### src/rtl/stopwatch_ctrl.sv
// Stopwatch control: button debounce, IDLE/WAIT/CNT/STOP sequencer, count-tick divider.
// Optional auto-stop after MAX_TICKS ticks is built when STOPWATCH_AUTO_STOP_EN is defined.
module stopwatch_ctrl #(
    parameter int DB_CYCLES = 500_000,
    parameter int TICK_DIV  = 1_000_000,
    parameter int MAX_TICKS = 360_000
) (
    input  logic       clk100Mhz,
    input  logic       rst,
    input  logic [2:0] btnRaw,
    output logic       cnt_clr,
    output logic       cnt_en,
    output logic       tick,
    output logic       ovf,
    output logic [2:0] led
);

    localparam int DBW  = $clog2(DB_CYCLES + 1);
    localparam int DIVW = $clog2(TICK_DIV);

    localparam logic [1:0] S_IDLE = 2'd0;
    localparam logic [1:0] S_WAIT = 2'd1;
    localparam logic [1:0] S_CNT  = 2'd2;
    localparam logic [1:0] S_STOP = 2'd3;

    logic [2:0] press;

    genvar gi;
    generate
        for (gi = 0; gi < 3; gi++) begin : g_db
            logic           sync1_reg;
            logic           sync2_reg;
            logic           level_reg;
            logic           press_reg;
            logic [DBW-1:0] cnt_reg;

            // press fires on the same edge the debounced level rises
            always_ff @(posedge clk100Mhz) begin
                if (rst) begin
                    sync1_reg <= 1'b0;
                    sync2_reg <= 1'b0;
                    level_reg <= 1'b0;
                    press_reg <= 1'b0;
                    cnt_reg   <= '0;
                end else begin
                    sync1_reg <= btnRaw[gi];
                    sync2_reg <= sync1_reg;
                    press_reg <= 1'b0;
                    if (sync2_reg == level_reg) begin
                        cnt_reg <= '0;
                    end else if (cnt_reg == DBW'(DB_CYCLES - 1)) begin
                        level_reg <= sync2_reg;
                        press_reg <= sync2_reg;
                        cnt_reg   <= '0;
                    end else begin
                        cnt_reg <= cnt_reg + 1'b1;
                    end
                end
            end

            assign press[gi] = press_reg;
        end
    endgenerate

    logic [1:0]      state_reg, state_next;
    logic [DIVW-1:0] div_reg, div_next;
    logic            clr_next, tick_next, ovf_next;
    logic            wrap;
    logic            last_tick;
    logic            stop_lock;

    assign wrap = (div_reg == DIVW'(TICK_DIV - 1));

`ifdef STOPWATCH_AUTO_STOP_EN
    localparam int TCW = $clog2(MAX_TICKS + 1);
    logic [TCW-1:0] tcnt_reg;

    always_ff @(posedge clk100Mhz) begin
        if (rst || clr_next) begin
            tcnt_reg <= '0;
        end else if (tick_next) begin
            tcnt_reg <= tcnt_reg + 1'b1;
        end
    end

    assign last_tick = (tcnt_reg == TCW'(MAX_TICKS - 1));
    assign stop_lock = (tcnt_reg == TCW'(MAX_TICKS));
`else
    assign last_tick = 1'b0;
    assign stop_lock = 1'b0;
`endif

    always_comb begin
        state_next = state_reg;
        div_next   = div_reg;
        clr_next   = 1'b0;
        tick_next  = 1'b0;
        ovf_next   = 1'b0;
        case (state_reg)
            S_IDLE: begin
                if (press[0]) begin
                    state_next = S_WAIT;
                    clr_next   = 1'b1;
                end
            end
            S_WAIT: begin
                if (press[1]) begin
                    state_next = S_CNT;
                end
            end
            S_CNT: begin
                if (wrap && last_tick) begin
                    state_next = S_STOP;
                    div_next   = '0;
                    tick_next  = 1'b1;
                    ovf_next   = 1'b1;
                end else if (press[1]) begin
                    // a stop landing on the wrap cycle keeps the pending tick for resume
                    state_next = S_STOP;
                    if (!wrap) begin
                        div_next = div_reg + 1'b1;
                    end
                end else if (wrap) begin
                    div_next  = '0;
                    tick_next = 1'b1;
                end else begin
                    div_next = div_reg + 1'b1;
                end
            end
            S_STOP: begin
                if (press[2]) begin
                    state_next = S_WAIT;
                    clr_next   = 1'b1;
                end else if (press[1] && !stop_lock) begin
                    state_next = S_CNT;
                end
            end
            default: begin
                state_next = S_IDLE;
            end
        endcase
        if (clr_next) begin
            div_next = '0;
        end
    end

    always_ff @(posedge clk100Mhz) begin
        if (rst) begin
            state_reg <= S_IDLE;
            div_reg   <= '0;
            cnt_clr   <= 1'b0;
            cnt_en    <= 1'b0;
            tick      <= 1'b0;
            ovf       <= 1'b0;
            led       <= 3'b000;
        end else begin
            state_reg <= state_next;
            div_reg   <= div_next;
            cnt_clr   <= clr_next;
            cnt_en    <= (state_next == S_CNT);
            tick      <= tick_next;
            ovf       <= ovf_next;
            case (state_next)
                S_WAIT:  led <= 3'b001;
                S_CNT:   led <= 3'b010;
                S_STOP:  led <= 3'b100;
                default: led <= 3'b000;
            endcase
        end
    end

endmodule
### config.mk
export PLATFORM = sky130hd
export DESIGN_NAME = stopwatch_ctrl
export DESIGN_NICKNAME = d
export VERILOG_FILES = /design/src/rtl/stopwatch_ctrl.sv
export SDC_FILE = /design/constraint.sdc
export NUM_CORES = 1
export LEC_CHECK = 0
export CAP_MARGIN = 15
export CORE_MARGIN = 8
export CORE_UTILIZATION = 55
export CTS_CLUSTER_DIAMETER = 30
export DETAILED_ROUTE_END_ITERATION = 7
export GPL_TIMING_DRIVEN = 0
export PLACE_DENSITY = 0.75
export SLEW_MARGIN = 20
export SYNTH_ARGS = -nofsm -noshare
export SYNTH_HDL_FRONTEND = slang
export SYNTH_SLANG_ARGS = --single-unit
### constraint.sdc
create_clock -name clk100Mhz -period 1.84 [get_ports clk100Mhz]
set_input_delay 0.184 -clock clk100Mhz [delete_from_list [all_inputs] [get_ports clk100Mhz]]
set_output_delay 0.184 -clock clk100Mhz [all_outputs]
set_load 0.1 [all_outputs]
==> results.toml, run 1 <==
# implementation run metrics
[synth]
mux_area_share_pct = 0.905
async_flop_share_pct = 0
syn-instance-count = 510
syn_area_per_cell_sq_um = 8.67
edf_count = 0
yosysMostFrequentCell = "dfxtp_1"

[worst_setup_path]
crit_arrival_ns = 1.60
crit_end = "led[1]"
cp_top_family = "buffers and inverters"
critical_path_class = "reg2out"
crit_path_max_incr_delay_ns = 0.81
slowest_stage = "clkdlybuf4s15_1"

[timing]
finalCriticalPeriod_ns = 1.78
timing.hold.ws_ns = 0.387
final-max-slew-violation-count = 0
tightest_slew_ns = 0.968

[routing]
drc = 0
ant_nets = 0
vias = 3531
wirelength_met1_um = 3870
wl_um = 8760
dr.pass1.iters = 4

[power]
p_sw_w = 0.000827
p_sw_share_pct = 21.7

[global_routing]
use_met3_pct = 4.32
grt_use_met2_pct = 27.7

[layout]
layout_top_cell = "nor2_1"
largestClassByArea = "combinational gates"
buf_share_pct = 4.90
design_area_sq_mm = 0.00503

[floorplan]
die_h_um = 106
row_count = 32
die_w_um = 106

[place]
dpl.cell_count = 622

[run_status]
status = "finished, final reports clean"

[clock_network]
hold_buffers = 0
cts_inserted_buffers = 9
post_cts_resized = 16
==> run_1/registers.png <==
Scale bar: 20 um. Other sequential cells in the stronger grey, the rest of the logic in the fainter grey.
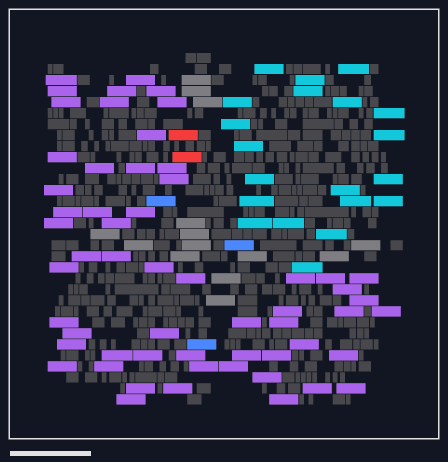
| colour | signal | flops |
|---|---|---|
| blue | `g_db.level_reg` | 3 |
| purple | `g_db.cnt_reg` | 57 |
| cyan | `div_reg` | 20 |
| red | `state_reg` | 2 |

==> run_1/final_clocks.png <==
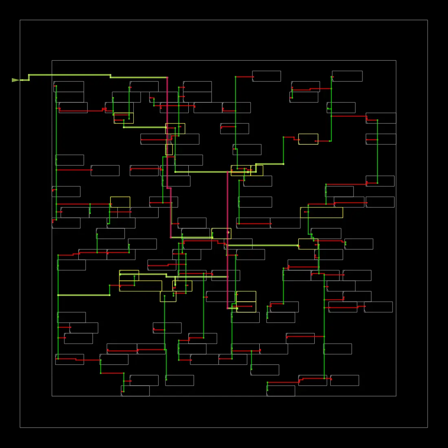
clk latency late pin: 0.36 ns
Clock Sink Count: 96
clock buffers: 11
clk_skew: 0.0172 ns
Clk power: 0.00158 W

==> run_1/metal_stack.png <==
Scale bar: 20 um.
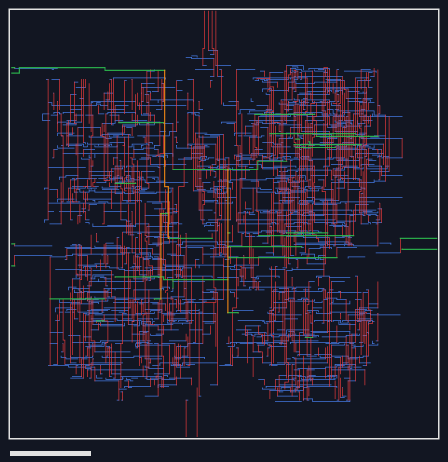
| colour | layer | wire length |
|---|---|---|
| green | met3 | 327 um |
| blue | met1 | 3870 um |
| red | met2 | 4460 um |
| orange | met4 | 98.8 um |

==> run_1/port_nets.png <==
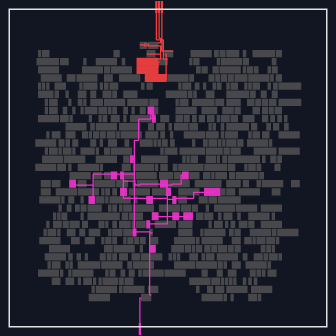

==> run 2: changes to the inputs <==
- CORE_UTILIZATION: 55 -> 61
- PLACE_DENSITY: 0.75 -> 0.79
- clock period: 1.84 -> 1.86 ns (I/O delays scaled with it)
==> run_2/port_nets.png <==
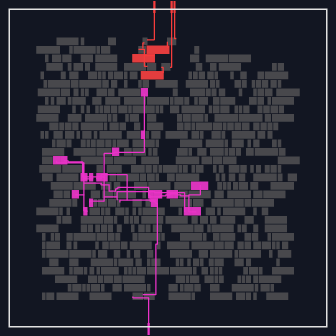
| colour | port | direction | edge | end cells | buffers | wire |
|---|---|---|---|---|---|---|
| red | `led` | output | top | 3 | 4 | 57.7 um |
| magenta | `rst` | input | bottom | 20 | 3 | 279 um |

==> run_2/drive_strength.png <==
Scale bar: 20 um.
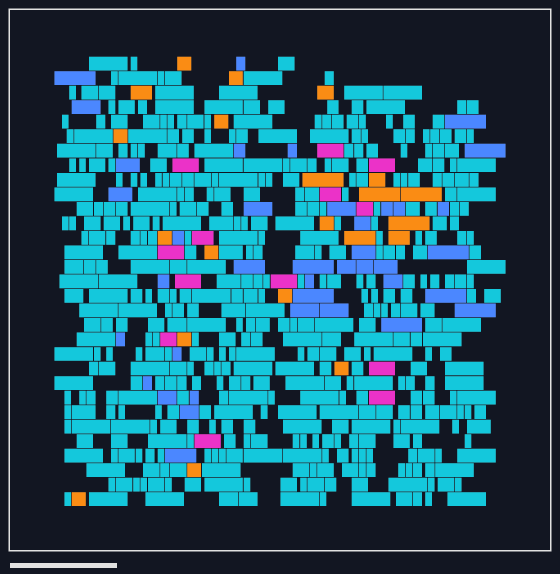
| colour | size | cells | share |
|---|---|---|---|
| blue | drive 2 | 39 | 7.2% |
| orange | drive 3 to 4 | 21 | 3.9% |
| cyan | drive 1 or less | 465 | 86% |
| magenta | drive 6 and up | 13 | 2.4% |

==> run_2/final_clocks.png <==
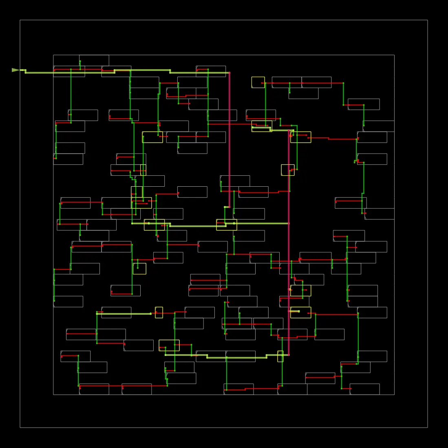
CTS Buf Count: 9
FFs & Latches: 96
Clk power: 0.00123 W

==> run 2 against run 1 <==
Net effect:
- utilization up 4.3 points
- combinational power about the same
- first-iteration DRC count up 25%
- clock-buffer cell count unchanged
- routed wire length down 1.2%
- global-route usage up 1.6 points
- synthesized cell count unchanged
- final area down 2.0%
- sequential cell count unchanged
- critical path depth up 4
- power down 9.6%
- register-to-register slack about the same
==> results.toml, run 2 <==
# implementation run metrics
[timing]
max_slew_margin_pct = 35.8
finClkSkew_ns = 0.0109
timing.hold.ws_ns = 0.378
final-max-slew-violation-count = 0
finalCriticalPeriod_ns = 1.78
tightest_slew_ns = 0.966

[routing]
wirelength_met1_um = 3960
vias = 3570
ant_nets = 0
wl_um = 8650
met2WireLength_um = 4300
drc = 0

[synth]
ys.flop_type = "dfxtp_1"
syn-instance-count = 510
aoi_share_pct = 6.22
mux_area_share_pct = 0.905
async_flop_share_pct = 0
yosysMostFrequentCell = "dfxtp_1"
syn-num-nets = 524
edf_count = 0

[global_routing]
gr-usage-met1_pct = 20.3
grt_use_met2_pct = 30.6
use_met3_pct = 3.51

[floorplan]
row_count = 31
die_w_um = 101

[worst_setup_path]
crit_end = "div_reg[9]$_SDFFE_PP0P_"
crit_arrival_ns = 2.03
crit_path_max_incr_delay_ns = 0.48
slowest_stage = "or4_4"
worstSetupStartpoint = "div_reg[0]$_SDFFE_PP0P_"
cp_top_family = "simple AND/OR/NAND/NOR gates"
critical_path_class = "reg2reg"

[layout]
signal_buffers = 33
largestClassByArea = "combinational gates"
buf_share_pct = 4.82
design_area_sq_mm = 0.00493
num-clock-buffers = 11
comb_share_pct = 49.2

[power]
p_sw_share_pct = 24.2
p_sw_w = 0.000832

[clock_network]
hold_buffers = 0
cts.sinks = 96
cts_tree = "done"
insertion_delay_ns = 0.36
post_cts_resized = 16

[place]
port_buffers = 10
dpl.cell_count = 619

[run_status]
status = "finished, final reports clean"
Power is estimated from default activity; no workload was simulated.
